### src/rtl/wb_uart_pkg.sv
// Shared definitions for the Wishbone UART: register map, status bit positions,
// the TX/RX state encoding and the divisor floor.
package wb_uart_pkg;

    localparam logic [1:0] REG_RXDATA = 2'd0;
    localparam logic [1:0] REG_TXDATA = 2'd1;
    localparam logic [1:0] REG_STATUS = 2'd2;
    localparam logic [1:0] REG_BAUD   = 2'd3;

    localparam int ST_RX_VALID   = 0;
    localparam int ST_TX_FULL    = 1;
    localparam int ST_TX_ACTIVE  = 2;
    localparam int ST_RX_OVERRUN = 3;
    localparam int ST_FRAME_ERR  = 4;

    localparam logic [15:0] MIN_DIV = 16'd3;

    typedef enum logic [1:0] {
        S_IDLE,
        S_START,
        S_DATA,
        S_STOP
    } uart_state_e;

    function automatic logic [15:0] clamp_div(input logic [15:0] div);
        return (div < MIN_DIV) ? MIN_DIV : div;
    endfunction

endpackage

### src/rtl/wb_uart_rx.sv
// 8N1 receiver: input synchronizer, falling-edge start detect, mid-bit sampling.
// Emits the byte with a one-cycle done pulse and the stop-bit error flag.
module wb_uart_rx
    import wb_uart_pkg::*;
(
    input  logic        clk_i,
    input  logic        rst_i,
    input  logic [15:0] div_i,
    input  logic        rx_i,
    output logic [7:0]  data_o,
    output logic        done_o,
    output logic        frame_err_o
);

    logic        sync1_reg;
    logic        sync2_reg;
    logic        prev_reg;
    uart_state_e state_reg;
    logic [15:0] cnt_reg;
    logic [2:0]  bit_reg;
    logic [7:0]  shift_reg;
    logic [16:0] half_div;

    // Widened so the largest divisor cannot wrap when rounding the half period.
    assign half_div = ({1'b0, div_i} + 17'd1) >> 1;

    always_ff @(posedge clk_i) begin
        if (rst_i) begin
            sync1_reg   <= 1'b1;
            sync2_reg   <= 1'b1;
            prev_reg    <= 1'b1;
            state_reg   <= S_IDLE;
            cnt_reg     <= '0;
            bit_reg     <= '0;
            shift_reg   <= '0;
            data_o      <= '0;
            done_o      <= 1'b0;
            frame_err_o <= 1'b0;
        end else begin
            sync1_reg <= rx_i;
            sync2_reg <= sync1_reg;
            prev_reg  <= sync2_reg;
            done_o    <= 1'b0;
            case (state_reg)
                S_IDLE: begin
                    if (prev_reg && !sync2_reg) begin
                        state_reg <= S_START;
                        cnt_reg   <= half_div[15:0] - 16'd1;
                    end
                end
                S_START: begin
                    if (cnt_reg != 16'd0) begin
                        cnt_reg <= cnt_reg - 16'd1;
                    end else if (sync2_reg) begin
                        state_reg <= S_IDLE;
                    end else begin
                        state_reg <= S_DATA;
                        cnt_reg   <= div_i;
                        bit_reg   <= '0;
                    end
                end
                S_DATA: begin
                    if (cnt_reg != 16'd0) begin
                        cnt_reg <= cnt_reg - 16'd1;
                    end else begin
                        shift_reg <= {sync2_reg, shift_reg[7:1]};
                        cnt_reg   <= div_i;
                        if (bit_reg == 3'd7) begin
                            state_reg <= S_STOP;
                        end else begin
                            bit_reg <= bit_reg + 3'd1;
                        end
                    end
                end
                S_STOP: begin
                    if (cnt_reg != 16'd0) begin
                        cnt_reg <= cnt_reg - 16'd1;
                    end else begin
                        data_o      <= shift_reg;
                        done_o      <= 1'b1;
                        frame_err_o <= ~sync2_reg;
                        state_reg   <= S_IDLE;
                    end
                end
                default: state_reg <= S_IDLE;
            endcase
        end
    end

endmodule

### src/rtl/wb_uart_slave.sv
// Wishbone pipelined slave with a four-register UART: bus decode, register file,
// TX holding register plus shifter, and the receiver sub-module.
module wb_uart_slave
    import wb_uart_pkg::*;
#(
    parameter int AW          = 2,
    parameter int DW          = 32,
    parameter int DEFAULT_DIV = 867
) (
    input  logic            clk_i,
    input  logic            rst_i,
    input  logic            wb_cyc_i,
    input  logic            wb_stb_i,
    input  logic            wb_we_i,
    input  logic [AW-1:0]   wb_addr_i,
    input  logic [DW-1:0]   wb_data_i,
    input  logic [DW/8-1:0] wb_sel_i,
    output logic            wb_stall_o,
    output logic            wb_ack_o,
    output logic [DW-1:0]   wb_data_o,
    output logic            uart_tx_o,
    input  logic            uart_rx_i
);

    logic [1:0]    reg_sel;
    logic          req, wr_tx, wr_stat, wr_baud, rd_rx;
    logic [DW-1:0] rd_data;
    logic [15:0]   baud_wr;

    logic          ack_reg;
    logic [DW-1:0] rdata_reg;
    logic [15:0]   baud_reg;
    logic [7:0]    rx_data_reg;
    logic          rx_valid_reg, overrun_reg, frame_err_reg;
    logic [7:0]    tx_hold_reg;
    logic          tx_full_reg;

    uart_state_e   tx_state_reg;
    logic [15:0]   tx_cnt_reg;
    logic [2:0]    tx_bit_reg;
    logic [7:0]    tx_shift_reg;
    logic          tx_reg;
    logic          tx_load;

    logic [7:0]    rx_byte;
    logic          rx_done, rx_ferr;

    assign reg_sel = wb_addr_i[1:0];
    assign req     = wb_cyc_i & wb_stb_i;
    assign wr_tx   = req & wb_we_i & (reg_sel == REG_TXDATA) & wb_sel_i[0];
    assign wr_stat = req & wb_we_i & (reg_sel == REG_STATUS);
    assign wr_baud = req & wb_we_i & (reg_sel == REG_BAUD);
    assign rd_rx   = req & ~wb_we_i & (reg_sel == REG_RXDATA);

    for (genvar gi = 0; gi < 2; gi++) begin : g_baud_lane
        assign baud_wr[gi*8 +: 8] = wb_sel_i[gi] ? wb_data_i[gi*8 +: 8] : baud_reg[gi*8 +: 8];
    end

    logic unused_bits;
    assign unused_bits = ^{wb_data_i[DW-1:16], wb_sel_i[DW/8-1:2]};

    // Shifter takes the held byte when idle, or straight out of a finished stop bit.
    assign tx_load = tx_full_reg &&
                     ((tx_state_reg == S_IDLE) ||
                      (tx_state_reg == S_STOP && tx_cnt_reg == 16'd0));

    always_comb begin
        rd_data = '0;
        case (reg_sel)
            REG_RXDATA: rd_data[8:0] = {rx_valid_reg, rx_data_reg};
            REG_STATUS: begin
                rd_data[ST_RX_VALID]   = rx_valid_reg;
                rd_data[ST_TX_FULL]    = tx_full_reg;
                rd_data[ST_TX_ACTIVE]  = (tx_state_reg != S_IDLE);
                rd_data[ST_RX_OVERRUN] = overrun_reg;
                rd_data[ST_FRAME_ERR]  = frame_err_reg;
            end
            REG_BAUD:   rd_data[15:0] = baud_reg;
            default:    rd_data = '0;
        endcase
    end

    always_ff @(posedge clk_i) begin
        if (rst_i) begin
            ack_reg       <= 1'b0;
            rdata_reg     <= '0;
            baud_reg      <= 16'(DEFAULT_DIV);
            rx_data_reg   <= '0;
            rx_valid_reg  <= 1'b0;
            overrun_reg   <= 1'b0;
            frame_err_reg <= 1'b0;
            tx_hold_reg   <= '0;
            tx_full_reg   <= 1'b0;
        end else begin
            ack_reg   <= req;
            rdata_reg <= (req && !wb_we_i) ? rd_data : '0;

            if (tx_load) tx_full_reg <= 1'b0;
            if (wr_tx && (!tx_full_reg || tx_load)) begin
                tx_hold_reg <= wb_data_i[7:0];
                tx_full_reg <= 1'b1;
            end

            if (wr_baud) baud_reg <= clamp_div(baud_wr);

            if (wr_stat && wb_data_i[ST_RX_OVERRUN]) overrun_reg   <= 1'b0;
            if (wr_stat && wb_data_i[ST_FRAME_ERR])  frame_err_reg <= 1'b0;
            if (rd_rx) rx_valid_reg <= 1'b0;

            // A store wins over a same-cycle read or clear of the same flag.
            if (rx_done) begin
                rx_data_reg  <= rx_byte;
                rx_valid_reg <= 1'b1;
                if (rx_valid_reg && !rd_rx) overrun_reg <= 1'b1;
                if (rx_ferr) frame_err_reg <= 1'b1;
            end
        end
    end

    always_ff @(posedge clk_i) begin
        if (rst_i) begin
            tx_state_reg <= S_IDLE;
            tx_cnt_reg   <= '0;
            tx_bit_reg   <= '0;
            tx_shift_reg <= '0;
            tx_reg       <= 1'b1;
        end else begin
            case (tx_state_reg)
                S_IDLE: begin
                    if (tx_load) begin
                        tx_shift_reg <= tx_hold_reg;
                        tx_reg       <= 1'b0;
                        tx_cnt_reg   <= baud_reg;
                        tx_state_reg <= S_START;
                    end
                end
                S_START: begin
                    if (tx_cnt_reg != 16'd0) begin
                        tx_cnt_reg <= tx_cnt_reg - 16'd1;
                    end else begin
                        tx_reg       <= tx_shift_reg[0];
                        tx_cnt_reg   <= baud_reg;
                        tx_bit_reg   <= '0;
                        tx_state_reg <= S_DATA;
                    end
                end
                S_DATA: begin
                    if (tx_cnt_reg != 16'd0) begin
                        tx_cnt_reg <= tx_cnt_reg - 16'd1;
                    end else begin
                        tx_cnt_reg <= baud_reg;
                        if (tx_bit_reg == 3'd7) begin
                            tx_reg       <= 1'b1;
                            tx_state_reg <= S_STOP;
                        end else begin
                            tx_reg       <= tx_shift_reg[1];
                            tx_shift_reg <= {1'b0, tx_shift_reg[7:1]};
                            tx_bit_reg   <= tx_bit_reg + 3'd1;
                        end
                    end
                end
                S_STOP: begin
                    if (tx_cnt_reg != 16'd0) begin
                        tx_cnt_reg <= tx_cnt_reg - 16'd1;
                    end else if (tx_load) begin
                        tx_shift_reg <= tx_hold_reg;
                        tx_reg       <= 1'b0;
                        tx_cnt_reg   <= baud_reg;
                        tx_state_reg <= S_START;
                    end else begin
                        tx_state_reg <= S_IDLE;
                    end
                end
                default: tx_state_reg <= S_IDLE;
            endcase
        end
    end

    wb_uart_rx u_rx (
        .clk_i       (clk_i),
        .rst_i       (rst_i),
        .div_i       (baud_reg),
        .rx_i        (uart_rx_i),
        .data_o      (rx_byte),
        .done_o      (rx_done),
        .frame_err_o (rx_ferr)
    );

    assign wb_stall_o = 1'b0;
    assign wb_ack_o   = ack_reg;
    assign wb_data_o  = rdata_reg;
    assign uart_tx_o  = tx_reg;

endmodule

### config.mk
export PLATFORM = sky130hd
export DESIGN_NAME = wb_uart_slave
export DESIGN_NICKNAME = d
export VERILOG_FILES = /design/src/rtl/wb_uart_pkg.sv /design/src/rtl/wb_uart_rx.sv /design/src/rtl/wb_uart_slave.sv
export SDC_FILE = /design/constraint.sdc
export NUM_CORES = 1
export LEC_CHECK = 0
export CORE_UTILIZATION = 52
export DETAILED_ROUTE_END_ITERATION = 12
export GPL_ROUTABILITY_DRIVEN = 0
export PLACE_DENSITY = 0.83
export SETUP_SLACK_MARGIN = 0.15
export SLEW_MARGIN = 10
export SYNTH_ARGS = -nofsm -noshare
export SYNTH_HDL_FRONTEND = slang
export SYNTH_HIERARCHICAL = 1
export SYNTH_SLANG_ARGS = --single-unit
export TNS_END_PERCENT = 50
### constraint.sdc
create_clock -name clk_i -period 7.1 [get_ports clk_i]
set_input_delay 1.42 -clock clk_i [delete_from_list [all_inputs] [get_ports clk_i]]
set_output_delay 1.42 -clock clk_i [all_outputs]
set_load 0.01 [all_outputs]
Fig. 1: close-up of the layout
Window x 37 to 87, y 62 to 112 um. Cells in grey, sequential cells in the stronger grey; small squares are vias.
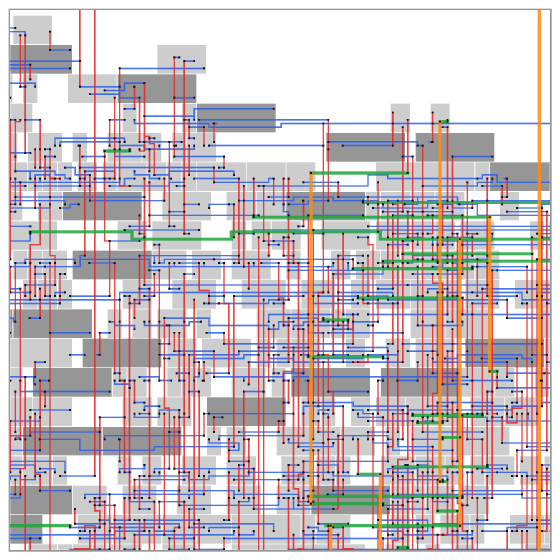
Red shows metal 2. Green shows metal 3. Orange shows metal 4. Blue shows metal 1.
Sequential cells in the window: 20. Most frequent: nor2_1 (24), dfxtp_1 (20), a21oi_1 (17). Netlist names of flops here include u_rx/cnt_reg (12). 187 logic cells have their middle in the window.

Fig. 2: wire density map
Scale: 3 px per um. 25 x 25 tiles, from dark purple (low) to yellow (high), scaled to the fullest tile. Values are wire area over tile area, all layers added.
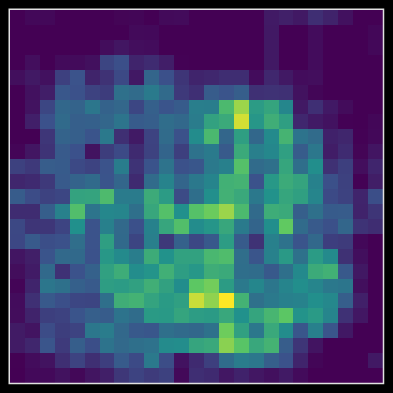
The fullest tile reaches 0.81. 17% of the tiles are over half the peak. The emptiest ninth of the die: north-east. The mean over all tiles is 0.21.

Fig. 3: power grid
Scale: 4 px per um. Pins as bars on the die edge.
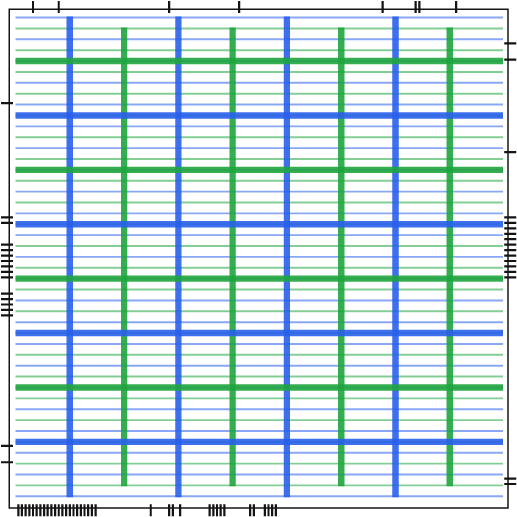
Green shows VDD. Blue shows VSS.
8 straps on met4. The core has 44 rows. 79 signal pins sit on the boundary. 45 met1 rails follow the rows.
maximum VDD drop: 0.000166 V
Core Area: 0.0146 mm2
die span in x: 124 um
Die Y: 124 um

Fig. 4: sizing map
Scale: 2 px per um.
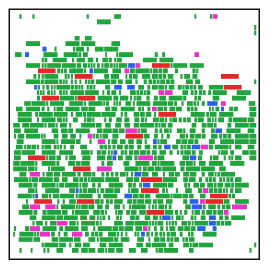
Magenta shows _3 and _4 cells, cells 26, share 2.7%. Red shows _6 and larger, cells 18, share 1.9%. Green shows _0 and _1 cells, cells 878, share 92%. Blue shows _2 cells, cells 29, share 3.0%.
final worst slack: 3.55 ns
Repair and plain buffers: 48
design area: 0.00866 mm2
area growth from synthesis to layout: 11.3%

==> ci_impl_report.md <==
### Metrics collected by this job

| Metric | Value |
|---|---|
| Switch Pwr | `between 0.6 and 0.7 mW` |
| WL per Instance | `between 15 and 20 um` |
| Max Used Layer | `met4` |
| Via count | `between 7000 and 8000` |
| Synthesis area per yosys | `a little under 0.008 mm2` |
| Signal buf overhead | `0.0538` |
| Grt peak-use layer | `met2` |
| Worst path slowest cell | `o311ai_0` |
| Pwr Total | `between 2 and 2.5 mW` |
| Vias in the first global route | `6449` |
| Yosys xor share | `0.0428` |
| Critical Path RT | `approximately 7.4 ns` |
| Cell count after placement | `1104` |
| Clock-cell share of area | `0.0617` |
| Seq area share | `0.289` |
| Status | `finished, final reports clean` |
| Fin. Hold Viols | `0` |
| Simple-gate share of the synthesized area | `0.233` |
| Clk root buf | `clkbuf_16` |
| Yosys top cell by instances | `dfxtp_1` |
| Flop pwr share | `0.367` |
| WS Path Type | `register to register` |
| Crit Reg-Reg Endpoint | `u_rx/cnt_reg[13]` |
| Vias/cell | `around 6.3` |
| Clock buffer count in the final layout | `20` |
| Seq. pwr | `between 0.7 and 0.8 mW` |
| CTS Buffer Depth | `2` |
| Dpl hpwl | `roughly 13000 um` |
| Crit start category | `register` |
| Inverter count of the layout excluding clock inverters | `31` |
| Top Layout Cells | `dfxtp_1 (125), nor2_1 (102), nand2_1 (76)` |
| First-pass GRT wire length | `approximately 33000 um` |
| Worst slack at placement | `about 3.4 ns` |
| # Max-Cap Violations | `0` |
| Synth Cell Area | `a little under 0.008 mm2` |
| CP Capture Type | `register` |
| I/O pin total | `approximately 79` |
| DR DRC count | `0` |
| Seq share, synth | `0.322` |
| Number of max-slew violations in the final report | `0` |
| R2R Setup Slk | `3.55 ns` |
| Buffers added on ports | `43` |
| Mux area share | `0.0890` |
| EDFF count, synth | `0` |
| M1 GR Usage | `0.351` |
| Worst-margin pin slew | `around 0.94 ns` |
| Worst Setup SP | `baud_reg[1]` |
| Crit. path cell count | `8` |
| Met2 wire length | `8910 um` |
| Worst hold slack | `0.410 ns` |
| Syn avg cell area | `between 8 and 9 um2` |
| Register area | `about 0.0025 mm2` |
| Non-Filler Instances | `roughly 1100` |
| Ys flop type | `dfxtp_1` |
| Yosys cell count | `about 930` |
| Pwr top | `the clock network` |
| AO/OA Area Share | `0.205` |
| Setup TNS | `0 ns` |
| Combinational gate power | `0.513 mW` |
| Cts hold-fix bufs | `0` |
| Rows | `44` |
| Achievable clock frequency | `0.281 GHz` |
| Pwr dens | `roughly 240 mW/mm2` |
| Adder share | `0.0402` |
| Clock skew | `roughly 0.0055 ns` |
| RSZ-0062 raised after global routing | `no` |
| Placed cell area | `about 0.0081 mm2` |
| Combinational power share | `0.248` |
| Metal3 WL | `roughly 1500 um` |
Power figures rest on the tool's default switching activity, not on a simulated workload.
